`config.mk`:
```
export PLATFORM = sky130hd
export DESIGN_NAME = keypad_scanner_n_flat
export DESIGN_NICKNAME = d
export VERILOG_FILES = /design/src/rtl/keypad_scanner_n_pkg.sv /design/src/rtl/keypad_scanner_n_if.sv /design/src/rtl/keypad_scanner_n_stable_counter.sv /design/src/rtl/keypad_scanner_n.sv /design/src/flat_wrapper.sv
export SDC_FILE = /design/constraint.sdc
export NUM_CORES = 1
export LEC_CHECK = 0
export CELL_PAD_IN_SITES_DETAIL_PLACEMENT = 0
export CELL_PAD_IN_SITES_GLOBAL_PLACEMENT = 1
export CORE_MARGIN = 2
export CORE_UTILIZATION = 44
export DETAILED_ROUTE_END_ITERATION = 16
export PLACE_DENSITY_LB_ADDON = 0.1
export SYNTH_ARGS = -nofsm -noshare
export SYNTH_HDL_FRONTEND = slang
export SYNTH_SLANG_ARGS = --single-unit
```
`constraint.sdc`:
```
create_clock -name clk -period 4 [get_ports clk]
set_input_delay 0.8 -clock clk [delete_from_list [all_inputs] [get_ports clk]]
set_output_delay 0.8 -clock clk [all_outputs]
set_load 0.05 [all_outputs]
```
`src/rtl/keypad_scanner_n_pkg.sv`:
```
// Shared types and helpers for the parametrised keypad row scanner.
package keypad_pkg;

    typedef enum logic [1:0] {
        SCAN,
        DEBOUNCE,
        HELD,
        RELEASE
    } scan_state_t;

    // Widest column bus the priority encoder accepts; callers pad unused bits with 1.
    localparam int MAX_COLS = 64;

    function automatic int idx_width(input int n);
        return (n > 1) ? $clog2(n) : 1;
    endfunction

    function automatic int max_of(input int a, input int b);
        return (a > b) ? a : b;
    endfunction

    function automatic int cnt_width(input int max_count);
        return (max_count > 0) ? $clog2(max_count + 1) : 1;
    endfunction

    function automatic int lowest_zero_idx(input logic [MAX_COLS-1:0] cols);
        int idx;
        idx = 0;
        for (int i = MAX_COLS - 1; i >= 0; i--) begin
            if (!cols[i]) begin
                idx = i;
            end
        end
        return idx;
    endfunction

endpackage

```
`src/rtl/keypad_scanner_n_if.sv`:
```
// Pin-side and consumer-side signal bundle of the keypad scanner.
interface keypad_scanner_n_if
    import keypad_pkg::*;
#(
    parameter int NROWS = 4,
    parameter int NCOLS = 4
);
    localparam int RW = idx_width(NROWS);
    localparam int CW = idx_width(NCOLS);

    logic [NCOLS-1:0]   columns;
    logic [NROWS-1:0]   rows;
    logic               key_valid;
    logic [RW-1:0]      key_row;
    logic [CW-1:0]      key_col;
    logic [RW+CW-1:0]   key_code;
    logic               key_held;

    modport master (
        input  columns,
        output rows,
        output key_valid,
        output key_row,
        output key_col,
        output key_code,
        output key_held
    );

    modport slave (
        output columns,
        input  rows,
        input  key_valid,
        input  key_row,
        input  key_col,
        input  key_code,
        input  key_held
    );

endinterface

```
`src/rtl/keypad_scanner_n_stable_counter.sv`:
```
// Saturating cycle counter with synchronous clear and a threshold-reached flag.
module keypad_stable_counter #(
    parameter int W = 4
) (
    input  logic         clk,
    input  logic         reset,
    input  logic         clear,
    input  logic         inc,
    input  logic [W-1:0] threshold,
    output logic         done
);

    logic [W-1:0] count_reg;

    always_ff @(posedge clk) begin
        if (!reset) begin
            count_reg <= '0;
        end else if (clear) begin
            count_reg <= '0;
        end else if (inc && (count_reg != {W{1'b1}})) begin
            count_reg <= count_reg + 1'b1;
        end
    end

    assign done = (count_reg >= threshold);

endmodule

```
`src/rtl/keypad_scanner_n.sv`:
```
// One-hot row scanner with settle, press/release debounce and one event per press.
// Define KEYPAD_SCANNER_N_AUTOREPEAT_EN to add timed auto-repeat while a key is held.
module keypad_scanner_n
    import keypad_pkg::*;
#(
    parameter int NROWS           = 4,
    parameter int NCOLS           = 4,
    parameter int SETTLE_CYCLES   = 2,
    parameter int DEBOUNCE_CYCLES = 8,
    parameter int REPEAT_DELAY    = 500,
    parameter int REPEAT_PERIOD   = 100
) (
    input  logic                 clk,
    input  logic                 reset,
    keypad_scanner_n_if.master   kp
);

    localparam int RW      = idx_width(NROWS);
    localparam int CW      = idx_width(NCOLS);
    localparam int CNT_MAX = max_of(max_of(SETTLE_CYCLES, DEBOUNCE_CYCLES),
                                    max_of(REPEAT_DELAY, REPEAT_PERIOD));
    localparam int CNT_W   = cnt_width(CNT_MAX);

    scan_state_t        state_reg, state_next;
    logic [RW-1:0]      row_reg, row_next, row_wrap;
    logic [CW-1:0]      col_reg, col_next;
    logic [NROWS-1:0]   rows_reg, rows_next;
    logic               key_valid_reg, key_valid_next;
    logic [RW-1:0]      key_row_reg, key_row_next;
    logic [CW-1:0]      key_col_reg, key_col_next;
    logic               key_held_reg, key_held_next;
    logic [MAX_COLS-1:0] cols_ext;
    logic               col_released;
    logic               cnt_clear, cnt_inc, cnt_done;
    logic [CNT_W-1:0]   cnt_thr;

    assign col_released = kp.columns[col_reg];
    assign row_wrap     = (row_reg == RW'(NROWS - 1)) ? '0 : row_reg + 1'b1;

    always_comb begin
        cols_ext              = '1;
        cols_ext[NCOLS-1:0]   = kp.columns;
    end

    generate
        for (genvar gi = 0; gi < NROWS; gi++) begin : g_row_decode
            assign rows_next[gi] = (row_next == RW'(gi));
        end
    endgenerate

    // Settle, press debounce and release debounce never overlap, so one counter serves all three.
    keypad_stable_counter #(.W(CNT_W)) u_phase_cnt (
        .clk       (clk),
        .reset     (reset),
        .clear     (cnt_clear),
        .inc       (cnt_inc),
        .threshold (cnt_thr),
        .done      (cnt_done)
    );

`ifdef KEYPAD_SCANNER_N_AUTOREPEAT_EN
    logic               rep_clear, rep_inc, rep_done;
    logic               rep_first_reg, rep_first_next;
    logic [CNT_W-1:0]   rep_thr;

    // Threshold is one less than the interval: the counter restarts on the pulse edge itself.
    assign rep_thr = rep_first_reg ? CNT_W'(REPEAT_DELAY - 1) : CNT_W'(REPEAT_PERIOD - 1);

    keypad_stable_counter #(.W(CNT_W)) u_repeat_cnt (
        .clk       (clk),
        .reset     (reset),
        .clear     (rep_clear),
        .inc       (rep_inc),
        .threshold (rep_thr),
        .done      (rep_done)
    );
`endif

    always_comb begin
        state_next     = state_reg;
        row_next       = row_reg;
        col_next       = col_reg;
        key_valid_next = 1'b0;
        key_row_next   = key_row_reg;
        key_col_next   = key_col_reg;
        key_held_next  = key_held_reg;
        cnt_clear      = 1'b0;
        cnt_inc        = 1'b0;
        cnt_thr        = CNT_W'(DEBOUNCE_CYCLES);
`ifdef KEYPAD_SCANNER_N_AUTOREPEAT_EN
        rep_clear      = 1'b1;
        rep_inc        = 1'b0;
        rep_first_next = 1'b1;
`endif
        case (state_reg)
            SCAN: begin
                cnt_thr = CNT_W'(SETTLE_CYCLES - 1);
                if (cnt_done) begin
                    cnt_clear = 1'b1;
                    if (&kp.columns) begin
                        row_next = row_wrap;
                    end else begin
                        col_next   = CW'(lowest_zero_idx(cols_ext));
                        state_next = DEBOUNCE;
                    end
                end else begin
                    cnt_inc = 1'b1;
                end
            end
            DEBOUNCE: begin
                if (col_released) begin
                    cnt_clear  = 1'b1;
                    state_next = SCAN;
                end else if (cnt_done) begin
                    cnt_clear      = 1'b1;
                    state_next     = HELD;
                    key_valid_next = 1'b1;
                    key_row_next   = row_reg;
                    key_col_next   = col_reg;
                    key_held_next  = 1'b1;
                end else begin
                    cnt_inc = 1'b1;
                end
            end
            HELD: begin
                if (col_released) begin
                    cnt_clear  = 1'b1;
                    state_next = RELEASE;
                end
`ifdef KEYPAD_SCANNER_N_AUTOREPEAT_EN
                else begin
                    rep_clear      = 1'b0;
                    rep_first_next = rep_first_reg;
                    if (rep_done) begin
                        key_valid_next = 1'b1;
                        rep_clear      = 1'b1;
                        rep_first_next = 1'b0;
                    end else begin
                        rep_inc = 1'b1;
                    end
                end
`endif
            end
            RELEASE: begin
                if (!col_released) begin
                    cnt_clear = 1'b1;
                end else if (cnt_done) begin
                    cnt_clear     = 1'b1;
                    key_held_next = 1'b0;
                    row_next      = row_wrap;
                    state_next    = SCAN;
                end else begin
                    cnt_inc = 1'b1;
                end
            end
            default: begin
                cnt_clear  = 1'b1;
                state_next = SCAN;
            end
        endcase
    end

    always_ff @(posedge clk) begin
        if (!reset) begin
            state_reg     <= SCAN;
            row_reg       <= '0;
            col_reg       <= '0;
            rows_reg      <= NROWS'(1);
            key_valid_reg <= 1'b0;
            key_row_reg   <= '0;
            key_col_reg   <= '0;
            key_held_reg  <= 1'b0;
        end else begin
            state_reg     <= state_next;
            row_reg       <= row_next;
            col_reg       <= col_next;
            rows_reg      <= rows_next;
            key_valid_reg <= key_valid_next;
            key_row_reg   <= key_row_next;
            key_col_reg   <= key_col_next;
            key_held_reg  <= key_held_next;
        end
    end

`ifdef KEYPAD_SCANNER_N_AUTOREPEAT_EN
    always_ff @(posedge clk) begin
        if (!reset) begin
            rep_first_reg <= 1'b1;
        end else begin
            rep_first_reg <= rep_first_next;
        end
    end
`endif

    assign kp.rows      = rows_reg;
    assign kp.key_valid = key_valid_reg;
    assign kp.key_row   = key_row_reg;
    assign kp.key_col   = key_col_reg;
    assign kp.key_code  = {key_row_reg, key_col_reg};
    assign kp.key_held  = key_held_reg;

endmodule

```
`src/flat_wrapper.sv`:
```
// flat-port wrapper written by rule: the top's interface ports become plain ports
module keypad_scanner_n_flat import keypad_pkg::*;
#(
    parameter int NROWS           = 4,
    parameter int NCOLS           = 4,
    parameter int SETTLE_CYCLES   = 2,
    parameter int DEBOUNCE_CYCLES = 8,
    parameter int REPEAT_DELAY    = 500,
    parameter int REPEAT_PERIOD   = 100
)
  (clk, reset, kp_columns, kp_rows, kp_key_valid, kp_key_row, kp_key_col, kp_key_code, kp_key_held);
  keypad_scanner_n_if #(.NROWS(NROWS), .NCOLS(NCOLS)) kp_i ();
  input  logic clk;
  input  logic reset;
  input wire logic [$bits(kp_i.columns)-1:0] kp_columns;
  output wire logic [$bits(kp_i.rows)-1:0] kp_rows;
  output wire logic [$bits(kp_i.key_valid)-1:0] kp_key_valid;
  output wire logic [$bits(kp_i.key_row)-1:0] kp_key_row;
  output wire logic [$bits(kp_i.key_col)-1:0] kp_key_col;
  output wire logic [$bits(kp_i.key_code)-1:0] kp_key_code;
  output wire logic [$bits(kp_i.key_held)-1:0] kp_key_held;
  assign kp_i.columns = kp_columns;
  assign kp_rows = kp_i.rows;
  assign kp_key_valid = kp_i.key_valid;
  assign kp_key_row = kp_i.key_row;
  assign kp_key_col = kp_i.key_col;
  assign kp_key_code = kp_i.key_code;
  assign kp_key_held = kp_i.key_held;
  keypad_scanner_n #(.NROWS(NROWS), .NCOLS(NCOLS), .SETTLE_CYCLES(SETTLE_CYCLES), .DEBOUNCE_CYCLES(DEBOUNCE_CYCLES), .REPEAT_DELAY(REPEAT_DELAY), .REPEAT_PERIOD(REPEAT_PERIOD)) u_core (.clk(clk), .reset(reset), .kp(kp_i));
endmodule
```
==> run_1/route_heat.png <==
Scale: 6 px per um. The die is cut into 12 by 12 equal tiles; black is low, pale yellow is high, scaled to the fullest tile. Values are wire area over tile area, all layers added.
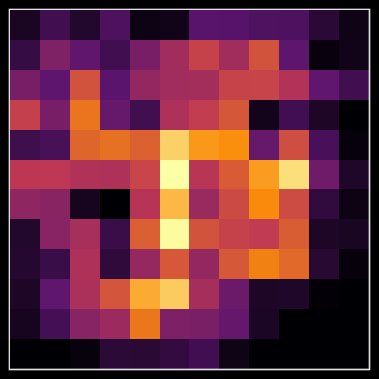
fullest tile: 0.35
emptiest ninth of the die: lower right
mean over tiles: 0.12
nearly empty tiles: 10%
tiles over half the peak: 27%
densest ninth of the die: center

==> run_1/sizing.png <==
Scale: 8 px per um.
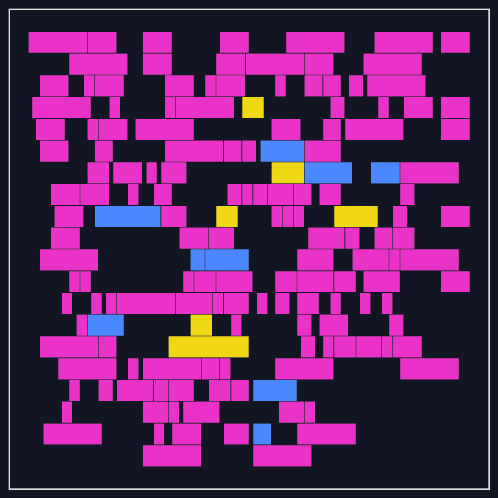
| color | size | cells | share |
|---|---|---|---|
| blue | x2 | 9 | 5.7% |
| yellow | x3 and x4 | 6 | 3.8% |
| magenta | x1 and smaller | 144 | 91% |

==> reports/qor.yml, run 1 <==
final_timing:
  hold_viol_final: 0
  fin_crit_ns: 3.024
  max_freq_mhz: 330.7
  rsz0062_at_grt: "false"
  slew_headroom_pct: 26.40
  finalCritPeriodShare_pct: 75.60
global_routing:
  grt_pass1_vias: 1031
  grt_overflow: 0
  grt_usage_pct: 17.20
  antenna_found_initial: 0
worst_hold_path:
  worstHoldStart: "u_core.u_phase_cnt.count_reg[7]$_SDFFE_PP0P_"
  hp-class: "reg2reg"
detailed_routing:
  antenna_left: 0
  drc_errors: 0
  drt-wirelength-per-cell_um: 13.96
  drt-pass1-iter-count: 4
setup_path:
  crit_path_max_fanout: 12
  r2r_setup_slack_ns: 0.98
  worst_ep_required_time_ns: 4.24
cts:
  clk_pin_slew_ns: 0.14
  cts_root_buffer: "clkbuf_4"
  post_cts_buffers: 0
  ctsResizeCount: 0
run:
  openroad.warnings: 30
logic_synthesis:
  edf_count: 0
  yosys_area_mm2: 0.001370
  syn_avg_cell_area_um2: 9.581
  floorplan.nets: 159
final_layout:
  largest_register_ffs: 9
  fin_area_mm2: 0.001580
floorplan:
  dieArea_mm2: 0.003576
place:
  placed_area_mm2: 0.001553
  dp_cells: 188
run_status:
  outcome: "finished, final reports clean"
power:
  total_power_uw: 838.8
==> run_1/m3.png <==
Scale: 8 px per um.
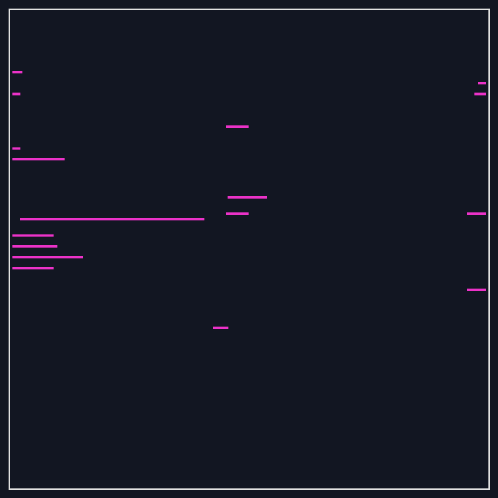
main direction: horizontal
share of all routed wire: 2.7%
longest straight run: 22.8 um
wire length on this layer: 72.0 um
nets with wire on the layer: 14

-- run 1: area by class of cell --
| cell class | count | area, um^2 |
|---|---|---|
| clock inverters | 1 | 5.005 |
| well taps | 33 | 41.29 |
| flip-flops and latches | 25 | 500.5 |
| repair buffers | 19 | 190.2 |
| clock buffers | 3 | 22.52 |
| inverters | 12 | 45.04 |
| multi-input cells | 99 | 775.7 |
| fillers | 304 | 1423 |
-- run 1: layer usage --
layer,track usage (%),vias up,part of all wire (%)
met2,27.95,17,45
li1,-,548,-
met5,0,-,0
met1,22.43,515,51
met3,2.814,5,2.6
met4,7.302,0,1.6
-- run 1: cell families (layout without fill, tap and decap cells) --
group,Yosys count,count (layout),share of synthesized area (%)
AND/OR/NAND/NOR,44,44,17.17
AND-OR/OR-AND,33,33,20.91
flip-flops,25,25,36.53
buffers and inverters,19,35,6.849
adder cells (fa/ha/maj),10,10,9.132
multiplexers,9,9,7.489
XOR/XNOR,3,3,1.918
-- run 1: worst max-delay path by stage --
stage                                                         to  slack [ns]  cells after the start
floorplan           u_core.u_phase_cnt.count_reg[2]$_SDFFE_PP0P_        1.57                      9
global placement    u_core.u_phase_cnt.count_reg[3]$_SDFFE_PP0P_        1.00                      6
detailed placement  u_core.u_phase_cnt.count_reg[1]$_SDFFE_PP0P_        0.95                      6
CTS                 u_core.u_phase_cnt.count_reg[1]$_SDFFE_PP0P_        1.01                      8
global route        u_core.u_phase_cnt.count_reg[4]$_SDFFE_PP0P_        0.76                      8
finish                              u_core.kp.rows[3]$_SDFF_PN0_        0.98                      8
-- run 1: worst max-delay path, cell delays in order (launching register included) --
cell      delay, ns
dfxtp_1        0.44
inv_1          0.11
ha_1           0.31
ha_1           0.32
nor4b_2        0.39
o211ai_1       0.48
and3_4         0.38
a221o_1        0.35
and3_1         0.16
-- run 1: where the power goes --
part | leakage (uW) | internal [uW] | total, uW | switching (uW)
logic | 0.000368 | 164 | 423 | 259
clock network | 0.0000177 | 37.5 | 116 | 78.5
registers | 0.000202 | 274 | 299 | 25.5
total | 0.000588 | 475 | 839 | 363
-- run 1: through the flow --
step                      setup WS, ns  hold slack (ns)
after floorplan                  1.569           0.4223
after global placement           1.005           0.4392
after detailed placement        0.9498           0.4451
after CTS                        1.010           0.4662
after global routing            0.7591           0.4918
final                           0.9761           0.4642
-- run 1: Yosys cell counts, drive strengths merged, types with 2 or more instances --
master / n / area (um^2)
and3: 3 / 23.77
clkbuf: 2 / 7.510
inv: 11 / 41.29
xnor2: 3 / 26.28
dfxtp: 25 / 500.5
nor3: 3 / 20.02
a21oi: 4 / 20.02
nor4: 2 / 18.77
mux2i: 8 / 80.08
a41oi: 2 / 25.03
nand2: 6 / 22.52
a2111oi: 2 / 42.54
nand3: 3 / 15.01
nand2b: 3 / 18.77
o211ai: 3 / 22.52
a31oi: 2 / 12.51
o2111ai: 3 / 26.28
nor2: 19 / 73.82
nand4: 2 / 12.51
o21ai: 5 / 25.02
ha: 10 / 125.1
o21a: 2 / 22.52
buf: 5 / 41.29
==> inputs of run 2 (changes only) <==
--- a/config.mk
+++ b/config.mk
@@ -8,7 +8,7 @@
 export CELL_PAD_IN_SITES_DETAIL_PLACEMENT = 0
 export CELL_PAD_IN_SITES_GLOBAL_PLACEMENT = 1
 export CORE_MARGIN = 2
-export CORE_UTILIZATION = 44
+export CORE_UTILIZATION = 41
 export DETAILED_ROUTE_END_ITERATION = 16
 export PLACE_DENSITY_LB_ADDON = 0.1
 export SYNTH_ARGS = -nofsm -noshare
==> constraint.sdc (replaced) <==
create_clock -name clk -period 2.86 [get_ports clk]
set_input_delay 0.572 -clock clk [delete_from_list [all_inputs] [get_ports clk]]
set_output_delay 0.572 -clock clk [all_outputs]
set_load 0.05 [all_outputs]
==> reports/qor.yml, run 2 <==
global_routing:
  grt_pass1_vias: 1055  # +2.3%
  antenna_found_initial: 0  # unchanged
  grt_usage_pct: 16.89  # -0.31 points
place:
  dp_cells: 205  # +9.0%
final_timing:
  fin_crit_ns: 2.536  # -0.4875 ns
  finalCritPeriodShare_pct: 88.68  # +13 points
  hold_viol_final: 0  # unchanged
  hold_slack_ns: 0.4618  # -0.002381 ns
  slew_headroom_pct: 66.30  # +40 points
logic_synthesis:
  yosysMostFrequentCell: "dfxtp_1"
  synth.area.top_cells: "dfxtp_1 (37%), ha_1 (9.1%), mux2i_1 (5.8%)"
  synthTopCellsByCount: "dfxtp_1 (25), nor2_1 (18), inv_1 (11), ha_1 (10), mux2i_1 (8)"
  yosys_area_mm2: 0.001370  # unchanged
  floorplan.nets: 159  # unchanged
  syn_avg_cell_area_um2: 9.581  # unchanged
run_status:
  outcome: "finished, final reports clean"
cts:
  ctsResizeCount: 0  # unchanged
  post_cts_buffers: 0  # unchanged
  cts_root_buffer: "clkbuf_4"
  clk_pin_slew_ns: 0.14  # about the same
power:
  p_clk_share_pct: 13.1  # -0.7 points
  total_power_uw: 1255  # +50%
  switching_share_pct: 41.94  # -1.4 points
  seqPwrFrac_pct: 33.3  # -2.4 points
  p_int_uw: 728.4  # +53%
detailed_routing:
  antenna_left: 0  # unchanged
  drt-pass1-iter-count: 4  # unchanged
  drc_errors: 0  # unchanged
floorplan:
  dieArea_mm2: 0.003820  # +6.8%
setup_path:
  crit_path_max_fanout: 5  # -7
  r2r_setup_slack_ns: 0.32  # -0.65 ns
  worst_ep_required_time_ns: 3.15  # -1.09 ns
final_layout:
  largest_register_ffs: 9  # unchanged
run:
  openroad.warnings: 30  # unchanged
worst_hold_path:
  hp-class: "reg2reg"
[run 2: cell counts after synthesis]
No cell type changed its count.
[run 2: worst max-delay path, cell delays in order (launching register included)]
cell	delay (ns)
dfxtp_1	0.44
inv_1	0.11
ha_1	0.25
ha_1	0.29
nor4b_2	0.26
buf_4	0.17
o211a_1	0.23
o21ai_0	0.21
a41oi_2	0.34
and3_1	0.19
[run 2: cell type report]
type,count,area [um^2],area share [%]
Clock buffer,3,22.52,1.372
Clock inverter,1,7.507,0.4573
Inverter,12,45.04,2.744
Multi-Input combinational cell,99,775.7,47.26
Sequential cell,25,500.5,30.49
Tap cell,44,55.05,3.354
Timing Repair Buffer,25,235.2,14.33
[run 2: path summary, 6_finish.rpt]
path,start,endpoint,depth (start not counted)
setup reg to reg,u_core.state_reg[0]$_SDFFE_PN0P_,u_core.kp.rows[3]$_SDFF_PN0_,9
setup / recovery,u_core.state_reg[0]$_SDFFE_PN0P_,u_core.kp.rows[3]$_SDFF_PN0_,9
hold / removal,u_core.u_phase_cnt.count_reg[5]$_SDFFE_PP0P_,u_core.u_phase_cnt.count_reg[5]$_SDFFE_PP0P_,2
hold reg to reg,u_core.u_phase_cnt.count_reg[5]$_SDFFE_PP0P_,u_core.u_phase_cnt.count_reg[5]$_SDFFE_PP0P_,2
[run 2: metal layers]
metal	up-vias	global-route usage (%)	share of wire (%)
met1	517	22.22	51
met4	0	8.207	1.4
li1	560	-	-
met5	-	0	0
met2	16	26.47	45
met3	4	3.313	2.6
[run 2: metrics by stage]
stage / cell area [um^2] / util (%) / worst slack, ns
floorplan: 1370 / - / 0.4288
global placement: 1612 / 51.52 / 0.1658
detailed placement: 1612 / 51.52 / 0.1253
CTS: 1642 / 52.48 / 0.3089
global route: 1642 / 52.48 / 0.1090
finish: 1642 / 52.48 / 0.3236
[run 2: logic make-up (layout without fill, tap and decap cells)]
logic type / after synthesis / after routing / share of synthesized area [%]
buffers and inverters: 19 / 41 / 6.849
AND/OR/NAND/NOR: 44 / 44 / 17.17
AND-OR/OR-AND: 33 / 33 / 20.91
multiplexers: 9 / 9 / 7.489
flip-flops: 25 / 25 / 36.53
XOR/XNOR: 3 / 3 / 1.918
adder cells (fa/ha/maj): 10 / 10 / 9.132
[run 2: power by group through the flow]
stage                     registers [uW]  logic (uW)  clock network [uW]
final                                418         673                 164
after global routing                 424         742                 184
after CTS                            418         681                 172
after detailed placement             426         672                   0
after global placement               424         665                   0
after floorplan                      446         465                   0
==> run_2/ff_map.png <==
Scale: 6 px per um. Other sequential cells in the stronger gray, the rest of the logic in the fainter gray.
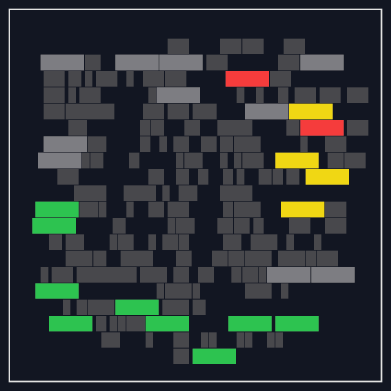
| color | netlist name | flops |
|---|---|---|
| yellow | `u_core.kp.rows` | 4 |
| green | `u_core.u_phase_cnt.count_reg` | 9 |
| red | `u_core.row_reg` | 2 |

==> run_2/m3.png <==
Scale: 8 px per um.
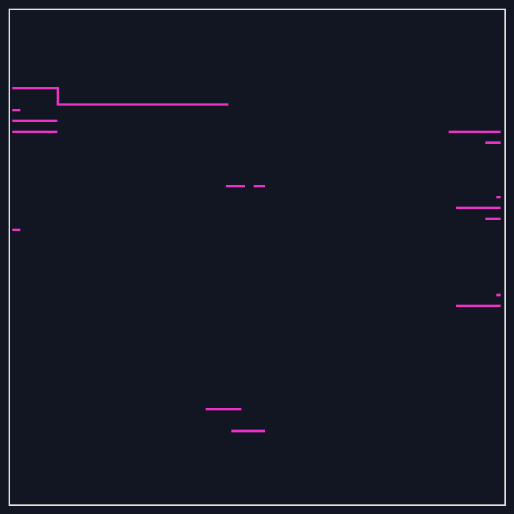
longest straight run: 21.2 um
share of all routed wire: 2.6%

==> run_2/sizing.png <==
Scale: 8 px per um.
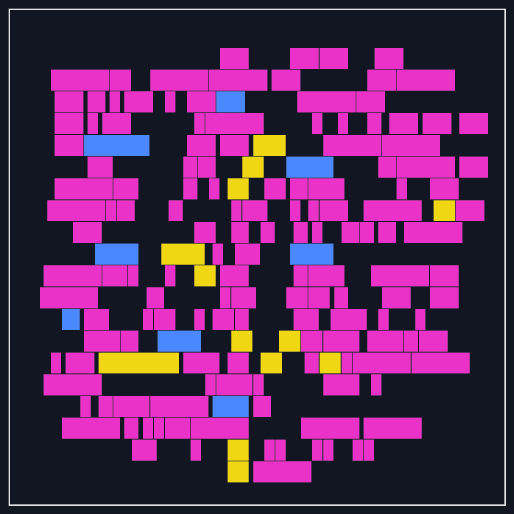
| color | size | cells | share |
|---|---|---|---|
| yellow | x3 and x4 | 13 | 7.9% |
| blue | x2 | 8 | 4.8% |
| magenta | x1 and smaller | 144 | 87% |

Power is estimated from default activity; no workload was simulated.
